File: config.mk
export PLATFORM = sky130hd
export DESIGN_NAME = matrix_loader
export DESIGN_NICKNAME = d
export VERILOG_FILES = /design/src/rtl/matrix_loader.sv
export SDC_FILE = /design/constraint.sdc
export NUM_CORES = 1
export LEC_CHECK = 0
export CAP_MARGIN = 20
export CORE_UTILIZATION = 48
export CTS_BUF_LIST = sky130_fd_sc_hd__clkbuf_4
export DETAILED_ROUTE_END_ITERATION = 6
export HOLD_SLACK_MARGIN = 0.15
export PLACE_DENSITY_LB_ADDON = 0.05
export SKIP_LAST_GASP = 1
export SLEW_MARGIN = 40
export SYNTH_ARGS = -nofsm -noshare
export SYNTH_HDL_FRONTEND = slang
export SYNTH_SLANG_ARGS = --single-unit
File: constraint.sdc
create_clock -name clk -period 2.6 [get_ports clk]
set_input_delay 0.65 -clock clk [delete_from_list [all_inputs] [get_ports clk]]
set_output_delay 0.65 -clock clk [all_outputs]
set_load 0.005 [all_outputs]
File: src/rtl/matrix_loader.sv
// Matrix loader: checks the requested size, obtains a storage slot, writes the
// elements row-major (with optional zero padding) and commits the dimensions.
module matrix_loader #(
  parameter int unsigned DATA_W   = 32,
  parameter int unsigned MAX_DIM  = 5,
  parameter int unsigned VAL_MAX  = 9,
  parameter int unsigned ALLOC_TO = 15
) (
  input  logic              clk,
  input  logic              rst,
  input  logic              start,
  input  logic [3:0]        cfg_m,
  input  logic [3:0]        cfg_n,
  input  logic              abort,
  input  logic              fill,
  input  logic              in_valid,
  input  logic [DATA_W-1:0] in_data,
  output logic              in_ready,
  output logic              alloc_req,
  output logic [3:0]        alloc_m,
  output logic [3:0]        alloc_n,
  input  logic              alloc_valid,
  input  logic [6:0]        alloc_id,
  output logic              write_en,
  output logic [6:0]        id_w,
  output logic [3:0]        row_w,
  output logic [3:0]        col_w,
  output logic [DATA_W-1:0] data_in,
  output logic              dim_we,
  output logic [6:0]        dim_write_id,
  output logic [3:0]        dim_write_m,
  output logic [3:0]        dim_write_n,
  output logic              busy,
  output logic              done,
  output logic [6:0]        loaded_id,
  output logic              err,
  output logic [1:0]        err_code
);

  localparam int unsigned DIM_W = 4;
  localparam int unsigned ID_W  = 7;
  localparam int unsigned TO_W  = $clog2(ALLOC_TO + 1);

  typedef enum logic [2:0] {
    S_IDLE,
    S_ALLOC,
    S_WAIT_ID,
    S_LOAD,
    S_PAD,
    S_COMMIT
  } state_t;

  state_t            state;
  logic [DIM_W-1:0]  m_q;
  logic [DIM_W-1:0]  n_q;
  logic [ID_W-1:0]   slot;
  logic [DIM_W-1:0]  row;
  logic [DIM_W-1:0]  col;
  logic [TO_W-1:0]   to_cnt;

  logic              dim_ok;
  logic              val_ok;
  logic              hs;
  logic              last_pos;
  logic [DIM_W-1:0]  m_last;
  logic [DIM_W-1:0]  n_last;
  logic [DIM_W-1:0]  row_nx;
  logic [DIM_W-1:0]  col_nx;

  assign in_ready = (state == S_LOAD);
  assign hs       = in_valid && in_ready;

  // Size/value checks and the row-major position step; the position holds at
  // the last element so the counters never leave the matrix.
  always_comb begin
    dim_ok   = (cfg_m != '0) && (cfg_m <= DIM_W'(MAX_DIM)) &&
               (cfg_n != '0) && (cfg_n <= DIM_W'(MAX_DIM));
    val_ok   = (in_data <= DATA_W'(VAL_MAX));
    m_last   = DIM_W'(m_q - DIM_W'(1));
    n_last   = DIM_W'(n_q - DIM_W'(1));
    last_pos = (row == m_last) && (col == n_last);
    row_nx   = row;
    col_nx   = col;
    if (!last_pos) begin
      if (col == n_last) begin
        col_nx = '0;
        row_nx = DIM_W'(row + DIM_W'(1));
      end else begin
        col_nx = DIM_W'(col + DIM_W'(1));
      end
    end
  end

  always_ff @(posedge clk) begin
    if (rst) begin
      state        <= S_IDLE;
      m_q          <= '0;
      n_q          <= '0;
      slot         <= '0;
      row          <= '0;
      col          <= '0;
      to_cnt       <= '0;
      alloc_req    <= 1'b0;
      alloc_m      <= '0;
      alloc_n      <= '0;
      write_en     <= 1'b0;
      id_w         <= '0;
      row_w        <= '0;
      col_w        <= '0;
      data_in      <= '0;
      dim_we       <= 1'b0;
      dim_write_id <= '0;
      dim_write_m  <= '0;
      dim_write_n  <= '0;
      busy         <= 1'b0;
      done         <= 1'b0;
      loaded_id    <= '0;
      err          <= 1'b0;
      err_code     <= '0;
    end else begin
      alloc_req <= 1'b0;
      alloc_m   <= '0;
      alloc_n   <= '0;
      write_en  <= 1'b0;
      dim_we    <= 1'b0;
      done      <= 1'b0;
      err       <= 1'b0;

      if (abort && (state != S_IDLE)) begin
        // Abandoned slot is simply never committed.
        state <= S_IDLE;
        busy  <= 1'b0;
      end else begin
        case (state)
          S_IDLE: begin
            busy <= 1'b0;
            if (start) begin
              if (dim_ok) begin
                m_q       <= cfg_m;
                n_q       <= cfg_n;
                alloc_req <= 1'b1;
                alloc_m   <= cfg_m;
                alloc_n   <= cfg_n;
                busy      <= 1'b1;
                state     <= S_ALLOC;
              end else begin
                err      <= 1'b1;
                err_code <= 2'd1;
              end
            end
          end

          S_ALLOC: begin
            to_cnt <= '0;
            state  <= S_WAIT_ID;
          end

          S_WAIT_ID: begin
            if (alloc_valid) begin
              slot  <= alloc_id;
              row   <= '0;
              col   <= '0;
              state <= S_LOAD;
            end else if (to_cnt == TO_W'(ALLOC_TO - 1)) begin
              err      <= 1'b1;
              err_code <= 2'd2;
              busy     <= 1'b0;
              state    <= S_IDLE;
            end else begin
              to_cnt <= TO_W'(to_cnt + TO_W'(1));
            end
          end

          // A handshake in the same cycle as fill is taken before padding starts.
          S_LOAD: begin
            if (hs && !val_ok) begin
              err      <= 1'b1;
              err_code <= 2'd3;
              busy     <= 1'b0;
              state    <= S_IDLE;
            end else if (hs) begin
              write_en <= 1'b1;
              id_w     <= slot;
              row_w    <= row;
              col_w    <= col;
              data_in  <= in_data;
              row      <= row_nx;
              col      <= col_nx;
              if (last_pos) begin
                state <= S_COMMIT;
              end else if (fill) begin
                state <= S_PAD;
              end
            end else if (fill) begin
              state <= S_PAD;
            end
          end

          S_PAD: begin
            write_en <= 1'b1;
            id_w     <= slot;
            row_w    <= row;
            col_w    <= col;
            data_in  <= '0;
            row      <= row_nx;
            col      <= col_nx;
            if (last_pos) begin
              state <= S_COMMIT;
            end
          end

          // busy stays high through the commit strobe and drops the cycle after.
          S_COMMIT: begin
            dim_we       <= 1'b1;
            dim_write_id <= slot;
            dim_write_m  <= m_q;
            dim_write_n  <= n_q;
            done         <= 1'b1;
            loaded_id    <= slot;
            state        <= S_IDLE;
          end

          default: begin
            busy  <= 1'b0;
            state <= S_IDLE;
          end
        endcase
      end
    end
  end

endmodule
==> flow_metrics.env <==
# source this file to load flow results
export IMPL_startpoint="in_data[9]"
export IMPL_yosysTopAreaCell="dfxtp_1"
export IMPL_final_core_util=0.693
export IMPL_internal_power_mw=2.10
export IMPL_grt_usage=0.227
export IMPL_die_h_um=97.0
export IMPL_wl_um=10600
export IMPL_r2r_start="n_q[0]$_SDFFE_PP0P_"
export IMPL_worstHoldPathCells=2
export IMPL_crit_cells=8
export IMPL_tns_ns=0
export IMPL_drc_errors=0
export IMPL_swShare=0.273
export IMPL_fmax_mhz=409
export IMPL_setup_ws_ns=0.154
export IMPL_largestClassByArea="registers"
export IMPL_use_met2=0.382
export IMPL_cts_sinks=107
export IMPL_edf_count=0
export IMPL_ys_ff=107
export IMPL_cp_start_kind="primary input"
export IMPL_cts_tree="done"
export IMPL_pwr_share_seq=0.587
export IMPL_logic_family="simple AND/OR/NAND/NOR gates"
export IMPL_hp_start="slot[6]$_SDFFE_PP0P_"
export IMPL_path_clk_slew_ns=0.18
export IMPL_fa_ha_area_frac=0.0173
export IMPL_clkPwrFrac=0.277
export IMPL_largest_reg_flops=32
export IMPL_comb_area_sq_mm=0.00200
export IMPL_floorplan_core_util=0.497
export IMPL_slowest_stage="o41ai_4"
export IMPL_top_cell="dfxtp_1"
export IMPL_crit_chain="clkdlybuf4s50_1 -> nor4_2 -> nand4_2 -> o41ai_4 -> and2_1 -> buf_12 -> nand4b_1 -> a31oi_1"
export IMPL_mostFrequentLayoutCells="138 x clkdlybuf4s50_1, 106 x dfxtp_1, 84 x nand2_1"
export IMPL_fillerInstances=719
export IMPL_route_layer_met1_wl_um=4740
export IMPL_crit_path_end_kind="flop"
export IMPL_postSynthSeqShare=0.495
export IMPL_nClkBuffers=10
export IMPL_seq_cells=107
export IMPL_power_group_top="registers"
export IMPL_tightest_slew_ns=0.504
export IMPL_ios=140
export IMPL_endpoint="col[2]$_SDFFE_PP0P_"
export IMPL_numCtsBuffers=9
export IMPL_worst_hold_path_type="reg2reg"
export IMPL_num_rows=34
export IMPL_ys_sh_aoi=0.120
export IMPL_dp_slack_ns=-0.299
export IMPL_gr_usage_met1=0.287
export IMPL_drt_iter0_drc=170
export IMPL_grt_ovfl_total=0
export IMPL_grt_pass1_wl_um=17500
export IMPL_n_all_buffers=163
export IMPL_final_max_slew_viol_count=0
export IMPL_grt_pass1_vias=3738
export IMPL_worstHoldEndpoint="id_w[6]$_SDFFE_PP0P_"
export IMPL_syn_cell_area_sq_mm=0.00433
export IMPL_viasPerCell=5.20
export IMPL_synth_top_cell_area_share=0.495
export IMPL_crit_path_max_incr_delay_ns=0.45
export IMPL_antenna_found_initial=0
export IMPL_period_minus_slack_ns=2.45
export IMPL_xor_area_frac=0.0240
export IMPL_cp_top_family="simple AND/OR/NAND/NOR gates"
export IMPL_wl_met2_um=5100
export IMPL_fin_nets=688
export IMPL_slew_headroom=0.663
export IMPL_layout_nonclk_buf_frac=0.265
export IMPL_hold_violations=0
export IMPL_status="complete, no violations"
export IMPL_hpwl_um=7730
export IMPL_p_clk_mw=0.802
export IMPL_rsz0062_at_grt="no"
export IMPL_warnings=27
export IMPL_clk_path_buf_depth=2
export IMPL_final_clk_cell_share=0.0226
export IMPL_drive_above_1_share=0.0948
export IMPL_p_comb_frac=0.136
export IMPL_comb_cells=341
export IMPL_setup_viol=0
export IMPL_reg2reg_to="row[2]$_SDFFE_PP0P_"
export IMPL_ant_nets=0
export IMPL_r2r_slack_ns=0.27
export IMPL_required_ns=2.99
export IMPL_combinationalPower_mw=0.393
export IMPL_ir_drop_mv=0.334
export IMPL_cts_resized=0
export IMPL_worstPathMaxFanout=20
export IMPL_cts_setup_buffers=0
**Layout detail**

Region (0, 47) to (50, 97) um. Cells in grey, sequential cells in the stronger grey; small squares are vias.
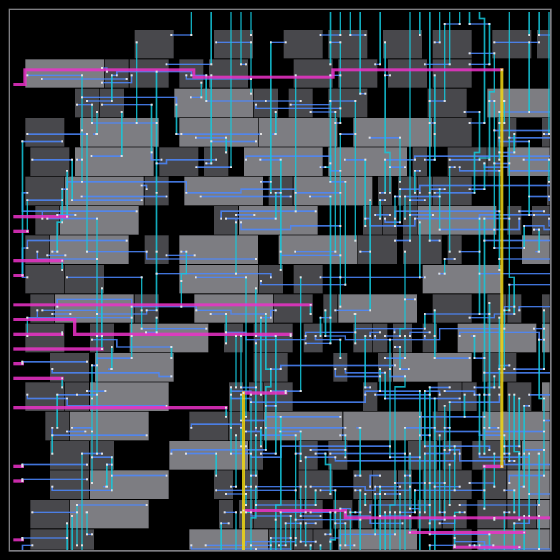
[met1] blue
[met3] magenta
[met2] cyan
[met4] yellow
most frequent: dfxtp_1 (41), clkdlybuf4s50_1 (35), nand2_1 (26)
netlist names of flops here include: data_in (21), col_w (4), loaded_id (4)
sequential cells in the window: 41
cells with their middle in the window: 167

**Gate-type map**

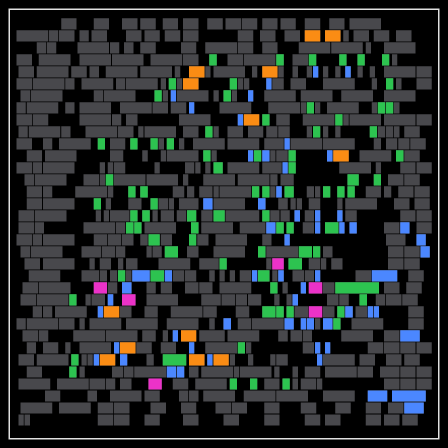
[NOR gates] blue | cells: 60
[multiplexers] orange | cells: 13
[AND-OR and OR-AND gates] magenta | cells: 6
[inverting AOI/OAI gates] green | cells: 80
most frequent logic cell in the layout: clkdlybuf4s50_1
fin cells: 741
Comb area share: 0.331

